### config.mk
export PLATFORM = sky130hd
export DESIGN_NAME = tabl_sweep_flat
export DESIGN_NICKNAME = d
export VERILOG_FILES = /design/src/rtl/tabl_sweep_if.sv /design/src/rtl/tabl_sweep.sv /design/src/flat_wrapper.sv
export SDC_FILE = /design/constraint.sdc
export NUM_CORES = 1
export LEC_CHECK = 0
export ABC_AREA = 1
export CAP_MARGIN = 25
export CORE_UTILIZATION = 48
export DETAILED_ROUTE_END_ITERATION = 8
export MAX_ROUTING_LAYER = met4
export PLACE_DENSITY_LB_ADDON = 0.1
export SYNTH_ARGS = -nofsm -noshare
export SYNTH_HDL_FRONTEND = slang
export SYNTH_SLANG_ARGS = --single-unit
### constraint.sdc
create_clock -name clk -period 1.2 [get_ports clk]
set_input_delay 0.18 -clock clk [delete_from_list [all_inputs] [get_ports clk]]
set_output_delay 0.18 -clock clk [all_outputs]
set_load 0.05 [all_outputs]
### src/rtl/tabl_sweep_if.sv
// Bundle between the tabl_sweep stage and its surroundings: the sweep
// handshake (start/busy/done/result/match) plus the x/y connection to the
// tabl primitive. When TABL_SWEEP_ERRCNT_EN is defined the interface also
// carries the err_count/first_err diagnostics.
interface tabl_sweep_if;
    logic        start;
    logic [3:0]  x;
    logic        y;
    logic        busy;
    logic        done;
    logic [15:0] result;
    logic        match;
`ifdef TABL_SWEEP_ERRCNT_EN
    logic [4:0]  err_count;
    logic [4:0]  first_err;

    modport master (
        output start, y,
        input  x, busy, done, result, match, err_count, first_err
    );

    modport slave (
        input  start, y,
        output x, busy, done, result, match, err_count, first_err
    );
`else
    modport master (
        output start, y,
        input  x, busy, done, result, match
    );

    modport slave (
        input  start, y,
        output x, busy, done, result, match
    );
`endif
endinterface

### src/rtl/tabl_sweep.sv
// Clocked, restartable sweep/checker for the 4-input tabl primitive.
// Walks x through codes 0..15, holding each for SETTLE+1 cycles, captures y
// into a 16-bit signature and compares it with EXPECTED once the sweep ends.
// Optional feature macro: TABL_SWEEP_ERRCNT_EN adds err_count/first_err.
module tabl_sweep #(
    parameter int unsigned SETTLE   = 1,
    parameter logic [15:0] EXPECTED = 16'h0AC5
) (
    input logic         clk,
    input logic         rst,
    tabl_sweep_if.slave bus
);

    if (SETTLE > 15) begin : g_settle_check
        $error("tabl_sweep: SETTLE must be in the range 0..15");
    end

    localparam logic [3:0] SETTLE_CNT = 4'(SETTLE);

    typedef enum logic [1:0] {
        IDLE   = 2'd0,
        HOLD   = 2'd1,
        FINISH = 2'd2
    } state_t;

    state_t      state_q, state_d;
    logic [3:0]  x_q, x_d;
    logic [3:0]  cnt_q, cnt_d;
    logic        busy_q, busy_d;
    logic        done_q, done_d;
    logic [15:0] result_q, result_d;
    logic        match_q, match_d;
`ifdef TABL_SWEEP_ERRCNT_EN
    logic [4:0]  err_count_q, err_count_d;
    logic [4:0]  first_err_q, first_err_d;
    logic        sample_bad;
`endif

    // Next-state logic: launch on start, pace codes with the settle counter,
    // capture y at the end of each hold window, then emit the done pulse.
    always_comb begin
        state_d  = state_q;
        x_d      = x_q;
        cnt_d    = cnt_q;
        busy_d   = busy_q;
        done_d   = 1'b0;
        result_d = result_q;
        match_d  = match_q;
`ifdef TABL_SWEEP_ERRCNT_EN
        err_count_d = err_count_q;
        first_err_d = first_err_q;
        sample_bad  = (bus.y !== EXPECTED[x_q]);
`endif
        case (state_q)
            IDLE: begin
                if (bus.start) begin
                    state_d  = HOLD;
                    x_d      = 4'd0;
                    cnt_d    = 4'd0;
                    busy_d   = 1'b1;
                    result_d = 16'h0000;
                    match_d  = 1'b0;
`ifdef TABL_SWEEP_ERRCNT_EN
                    err_count_d = 5'd0;
                    first_err_d = 5'd16;
`endif
                end
            end
            HOLD: begin
                if (cnt_q != SETTLE_CNT) begin
                    cnt_d = cnt_q + 4'd1;
                end else begin
                    cnt_d         = 4'd0;
                    result_d[x_q] = bus.y;
`ifdef TABL_SWEEP_ERRCNT_EN
                    if (sample_bad) begin
                        err_count_d = err_count_q + 5'd1;
                        if (first_err_q == 5'd16) begin
                            first_err_d = {1'b0, x_q};
                        end
                    end
`endif
                    if (x_q != 4'd15) begin
                        x_d = x_q + 4'd1;
                    end else begin
                        state_d = FINISH;
                    end
                end
            end
            FINISH: begin
                state_d = IDLE;
                x_d     = 4'd0;
                busy_d  = 1'b0;
                done_d  = 1'b1;
                match_d = (result_q === EXPECTED);
            end
            default: begin
                state_d = IDLE;
            end
        endcase
    end

    // State and registered outputs; reset aborts any sweep in progress.
    always_ff @(posedge clk) begin
        if (rst) begin
            state_q  <= IDLE;
            x_q      <= 4'd0;
            cnt_q    <= 4'd0;
            busy_q   <= 1'b0;
            done_q   <= 1'b0;
            result_q <= 16'h0000;
            match_q  <= 1'b0;
`ifdef TABL_SWEEP_ERRCNT_EN
            err_count_q <= 5'd0;
            first_err_q <= 5'd16;
`endif
        end else begin
            state_q  <= state_d;
            x_q      <= x_d;
            cnt_q    <= cnt_d;
            busy_q   <= busy_d;
            done_q   <= done_d;
            result_q <= result_d;
            match_q  <= match_d;
`ifdef TABL_SWEEP_ERRCNT_EN
            err_count_q <= err_count_d;
            first_err_q <= first_err_d;
`endif
        end
    end

    assign bus.x      = x_q;
    assign bus.busy   = busy_q;
    assign bus.done   = done_q;
    assign bus.result = result_q;
    assign bus.match  = match_q;
`ifdef TABL_SWEEP_ERRCNT_EN
    assign bus.err_count = err_count_q;
    assign bus.first_err = first_err_q;
`endif

endmodule

### src/flat_wrapper.sv
// flat-port wrapper written by rule: the top's interface ports become plain ports
module tabl_sweep_flat 
#(
    parameter int unsigned SETTLE   = 1,
    parameter logic [15:0] EXPECTED = 16'h0AC5
)
  (clk, rst, bus_start, bus_y, bus_x, bus_busy, bus_done, bus_result, bus_match);
  tabl_sweep_if bus_i ();
  input logic clk;
  input logic rst;
  input wire logic [$bits(bus_i.start)-1:0] bus_start;
  input wire logic [$bits(bus_i.y)-1:0] bus_y;
  output wire logic [$bits(bus_i.x)-1:0] bus_x;
  output wire logic [$bits(bus_i.busy)-1:0] bus_busy;
  output wire logic [$bits(bus_i.done)-1:0] bus_done;
  output wire logic [$bits(bus_i.result)-1:0] bus_result;
  output wire logic [$bits(bus_i.match)-1:0] bus_match;
  assign bus_i.start = bus_start;
  assign bus_i.y = bus_y;
  assign bus_x = bus_i.x;
  assign bus_busy = bus_i.busy;
  assign bus_done = bus_i.done;
  assign bus_result = bus_i.result;
  assign bus_match = bus_i.match;
  tabl_sweep #(.SETTLE(SETTLE), .EXPECTED(EXPECTED)) u_core (.clk(clk), .rst(rst), .bus(bus_i));
endmodule
Figure 1. Metal layers overlaid (run 1).
The bar under the picture is 20 um long.
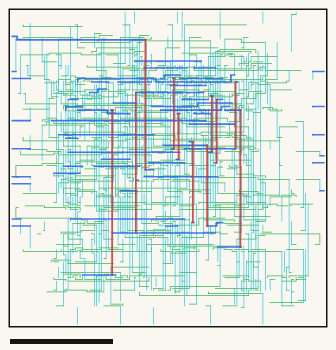
| layer | colour | wire length |
|---|---|---|
| M4 | red | 201 um |
| M3 | blue | 439 um |
| M1 | green | 2020 um |
| M2 | cyan | 2470 um |
total track usage: 25.5%
routed vias: 1882
final wirelength: 5.13 mm
DR WL/cell: 15.4 um

Figure 2. Congestion heat map (run 1).
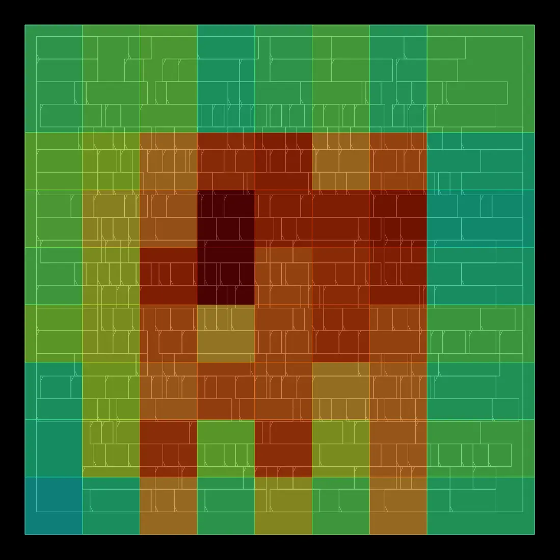
grt peak-use layer: met2
M3 GR Usage: 5.88%

==> qor.txt, run 1 <==
Max Clk Rate -> 805 MHz
Placed cells -> 312
Sequential cell area -> 606 um2
CP Data Required Time -> 1.44 ns
CP arrival -> 1.48 ns
# Cells Yosys -> 234
FP Rows -> 21
Antenna cell count -> 0
Synthesized area per cell -> 7.19 um2
Via density -> 5.65
Placed Area -> 0.00235 mm2
Slew of the pin with the lowest slew margin -> 0.236 ns
Hold slack final -> 0.507 ns
Failing checks -> setup timing
Later-pin clock latency in the skew report -> 0.34 ns
Die X -> 61.2 um
Max VDD drop -> 0.959 mV
Gate Area -> 0.00121 mm2
Unrepaired setup endpoints after global routing -> true
Yosys cell types -> 24
Most frequent cells in the layout -> 50 x nand2_1, 25 x nand3_1, 25 x buf_12
Setup WS post-layout -> -0.0423 ns
Crit-path max FO -> 8
Layout Cells excl Fill -> 333
Die height -> 61.2 um
Simple-Gate Area Share -> 41.0%
M1 GR Usage -> 32.6%
Layout area overhead -> 64.0%
Die Area -> 0.00375 mm2
Core Util, Final -> 82.7%
Tool warning count -> 33
M2 GR Usage -> 40.4%
Final Setup Violations -> 18
Met2 WL -> 2.47 mm
Post-synthesis register bit count -> 29
Pre-antenna DRT Iters -> 5
Hold EP -> u_core.bus.result[8]
Routed Antenna Nets -> 0
Leakage power -> 1.09 nW
Fin crit period -> 1.24 ns
Root Driver -> clkbuf_4
Status -> finished, violations left
# hold bufs at CTS -> 0
Critical Path Sink -> u_core.bus.result[2]
Figure 3. Close-up of the layout (run 1).
The bar under the picture is 5 um long. Region (21, 33) to (41, 53) um. Cells in grey, sequential cells in the stronger grey; small squares are vias.
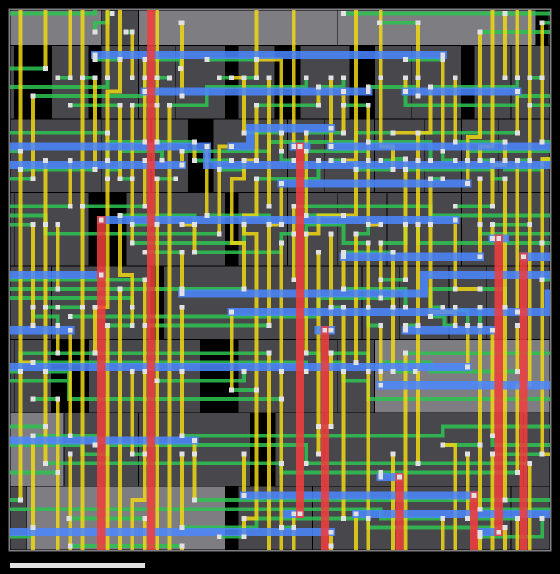
| layer | colour |
|---|---|
| M2 | yellow |
| M4 | red |
| M1 | green |
| M3 | blue |
most frequent: nand2_1 (8), nand3_1 (7)
netlist names of flops here include: `u_core.bus.result` (2)
cells with their middle in the window: 46
sequential cells in the window: 2

Figure 4. Sequential cells grouped by signal name (run 1).
The bar under the picture is 20 um long. Other sequential cells in the stronger grey, the rest of the logic in the fainter grey.
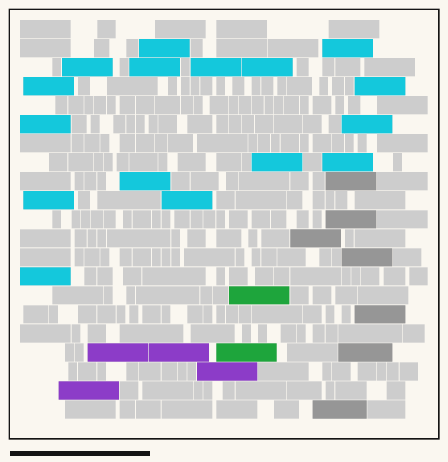
| netlist name | colour | sequential cells |
|---|---|---|
| `u_core.bus.x` | purple | 4 |
| `u_core.bus.result` | cyan | 16 |
| `u_core.state_q` | green | 2 |

[run 1: state kept, by name, indices dropped and copies added (netlist names)]
register and cells:
u_core.bus.done 1, u_core.bus.match 1, u_core.state_q 2, u_core.bus.busy 1, u_core.bus.result 16, u_core.cnt_q 4
u_core.bus.x 4
[run 1: cells in the mapped netlist]
master | n | area [um2]
nand2_1 | 56 | 210
nand3_1 | 33 | 165
dfxtp_1 | 29 | 581
a21oi_1 | 21 | 105
nor2_1 | 20 | 75.1
inv_1 | 18 | 67.6
nand4_1 | 10 | 62.6
nand3b_1 | 8 | 60.1
buf_6 | 6 | 67.6
ha_1 | 6 | 75.1
nand2_4 | 5 | 56.3
clkbuf_1 | 3 | 11.3
xor2_1 | 3 | 26.3
buf_2 | 2 | 10.0
nor2_2 | 2 | 12.5
o21ai_0 | 2 | 10.0
o21bai_1 | 2 | 15.0
or2_2 | 2 | 12.5
inv_2 | 1 | 3.75
inv_6 | 1 | 8.76
nand3_2 | 1 | 10.0
nor2_8 | 1 | 20.0
nor3_1 | 1 | 5.00
o22ai_2 | 1 | 12.5
[run 1: layout make-up]
class / instances / area share [%]
multi-input cells: 178 / 43.9
repair buffers: 52 / 25.9
flip-flops and latches: 29 / 21.9
inverters: 20 / 3.26
well taps: 46 / 2.09
clock buffers: 8 / 2.90
[run 1: critical path: stages, from the launching register on]
cell     delay [ns]
dfxtp_4        0.38
nor2_4         0.21
nand2_8        0.16
nand2_4        0.18
nand3_1        0.10
nand2_1        0.07
a21oi_1        0.05
[run 1: what timing repair did]
action	CTS	global route
pin swaps	10	16
endpoints found under the setup margin	19	25
cloned	1	3
buffers inserted	3	6
gates resized	13	35
[run 1: power breakdown]
group	internal (W)	switching [W]
sequential	0.00102	0.0000967
combinational	0.000609	0.000876
clock	0.000414	0.000370
total	0.00204	0.00134
==> run 2, diff against run 1 <==
CTS_CLUSTER_DIAMETER = 40   (was unset)
==> qor.txt, run 2 <==
Status -> finished, violations left (unchanged)
Failing checks -> setup timing (unchanged)
Sequential cell area -> 606 um2 (unchanged)
Cell type with the largest total area -> dfxtp_1 (unchanged)
Critical path depth in cells -> 6 (unchanged)
Final wirelength -> 5.13 mm (unchanged)
Hold EP -> u_core.bus.result[8] (unchanged)
Worst path bufs/invs -> 0 (unchanged)
Placed Area -> 0.00235 mm2 (unchanged)
Unrepaired setup endpoints after global routing -> true (unchanged)
Crit-path max FO -> 8 (unchanged)
Total track usage -> 25.5% (unchanged)
Yosys cell types -> 24 (unchanged)
Most frequent cells in the layout -> 50 x nand2_1, 25 x nand3_1, 25 x buf_12 (unchanged)
Crit path max-delay family -> simple AND/OR/NAND/NOR gates (unchanged)
Antenna cell count -> 0 (unchanged)
Tool warning count -> 33 (unchanged)
Post-synthesis register bit count -> 29 (unchanged)
Placed cells -> 312 (unchanged)
Die height -> 61.2 um (unchanged)
CP Data Required Time -> 1.44 ns (about the same)
Slew of the pin with the lowest slew margin -> 0.236 ns (unchanged)
Max VDD drop -> 0.959 mV (unchanged)
Hold slack final -> 0.507 ns (unchanged)
Commonest flop -> dfxtp_1 (unchanged)
Max Clk Rate -> 805 MHz (unchanged)
Dominant cell by count in the synthesized netlist -> nand2_1 (unchanged)
DR WL/cell -> 15.4 um (unchanged)
Leakage power -> 1.09 nW (unchanged)
Routed vias -> 1882 (unchanged)
Final Setup Violations -> 18 (unchanged)
Die Area -> 0.00375 mm2 (unchanged)
Later-pin clock latency in the skew report -> 0.34 ns (about the same)
Pre-antenna DRT Iters -> 5 (unchanged)
Post-synth top area share -> 34.5% (unchanged)
Setup WS post-layout -> -0.0423 ns (unchanged)
Post-synth top cells -> 56 x nand2_1, 33 x nand3_1, 29 x dfxtp_1 (unchanged)
Cell area leaders -> dfxtp_1 34%, nand2_1 12%, nand3_1 9.8% (unchanged)
Synthesized area per cell -> 7.19 um2 (unchanged)
Largest register FFs -> 16 (unchanged)
Layout area overhead -> 64.0% (unchanged)
# Cells Yosys -> 234 (unchanged)
CP arrival -> 1.48 ns (about the same)
# hold bufs at CTS -> 0 (unchanged)
Gate Area -> 0.00121 mm2 (unchanged)
Slowest CP cell -> dfxtp_4 (unchanged)
Async SR Flop Fraction -> 0% (unchanged)
run 2: cell counts after synthesis:
No cell type changed its count.
run 2: cell type report:
class | count | area share, %
repair buffers | 52 | 25.9
multi-input cells | 178 | 43.9
flip-flops and latches | 29 | 21.9
well taps | 46 | 2.09
inverters | 20 | 3.26
clock buffers | 8 | 2.90
run 2: cells by family after synthesis:
kind of cell | Yosys count | share of synthesized area [%]
simple gates | 139 | 41.0
buf+inv | 31 | 10.0
flops | 29 | 34.5
compound gates | 26 | 8.48
fa+ha+maj | 6 | 4.46
xor+xnor | 3 | 1.56
run 2: power breakdown:
part | internal, W | leakage [nW] | total (W) | switching, W
clock | 0.000414 | 0.0437 | 0.000784 | 0.000370
sequential | 0.00102 | 0.240 | 0.00112 | 0.0000967
combinational | 0.000609 | 0.805 | 0.00148 | 0.000876
total | 0.00204 | 1.09 | 0.00338 | 0.00134
run 2: layer usage:
metal / global-route usage, % / up-vias / routed length [um]
li1: - / 884 / -
met1: 32.6 / 867 / 2020
met2: 40.4 / 107 / 2470
met3: 5.88 / 24 / 438
met4: 6.82 / 0 / 200
met5: - / - / 0
run 2: worst max path at each step:
stage | to | slack [ns]
after floorplan | u_core.bus.x[0] | -0.02
after global routing | u_core.bus.result[7] | -0.1
final | u_core.bus.result[2] | -0.04
after detailed placement | u_core.bus.result[3] | -0.26
after CTS | u_core.bus.result[12] | -0.01
after global placement | u_core.bus.result[3] | -0.22
run 2: what timing repair did:
action	in CTS	in global routing
gates cloned	1	3
setup endpoints to repair	19	25
pin swaps	10	16
setup buffers	3	6
gates resized	13	35
run 2: tightest hold or removal path: stages (launching register included):
cell,delay [ns]
dfxtp_1,0.35
nand2_1,0.07
a21oi_1,0.05
Figure 5. Congestion heat map (run 2).
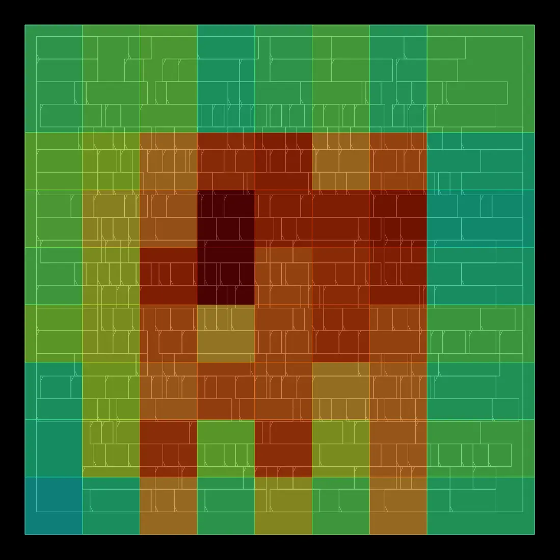
Core Util, Final: 82.7%
M2 GR Usage: 40.4%
M1 GR Usage: 32.6%

Figure 6. Sequential cells grouped by signal name (run 2).
The bar under the picture is 20 um long. Other sequential cells in the stronger grey, the rest of the logic in the fainter grey.
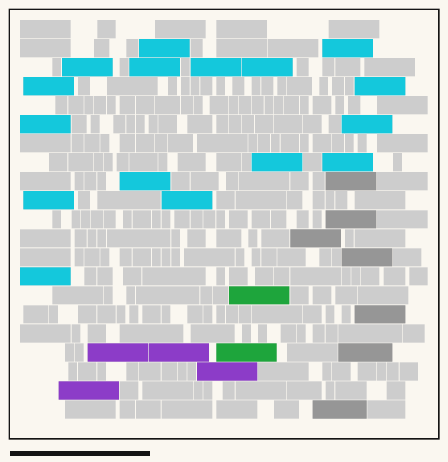
| netlist name | colour | sequential cells |
|---|---|---|
| `u_core.state_q` | green | 2 |
| `u_core.bus.x` | purple | 4 |
| `u_core.bus.result` | cyan | 16 |
not coloured: 7

Figure 7. Selected gate families (run 2).
The bar under the picture is 20 um long.
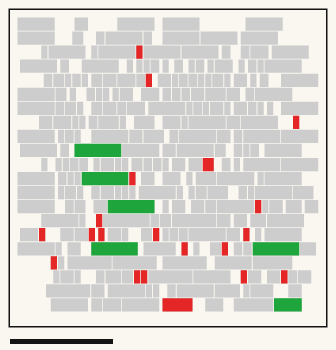
| family | colour | cells | most used |
|---|---|---|---|
| inv cells | red | 20 | inv_1 |
| fa/ha/maj cells | green | 6 | ha_4 |
most numerous logic cell after layout: nand2_1
logic share of the area: 43.9%

Power figures rest on the tool's default switching activity, not on a simulated workload.
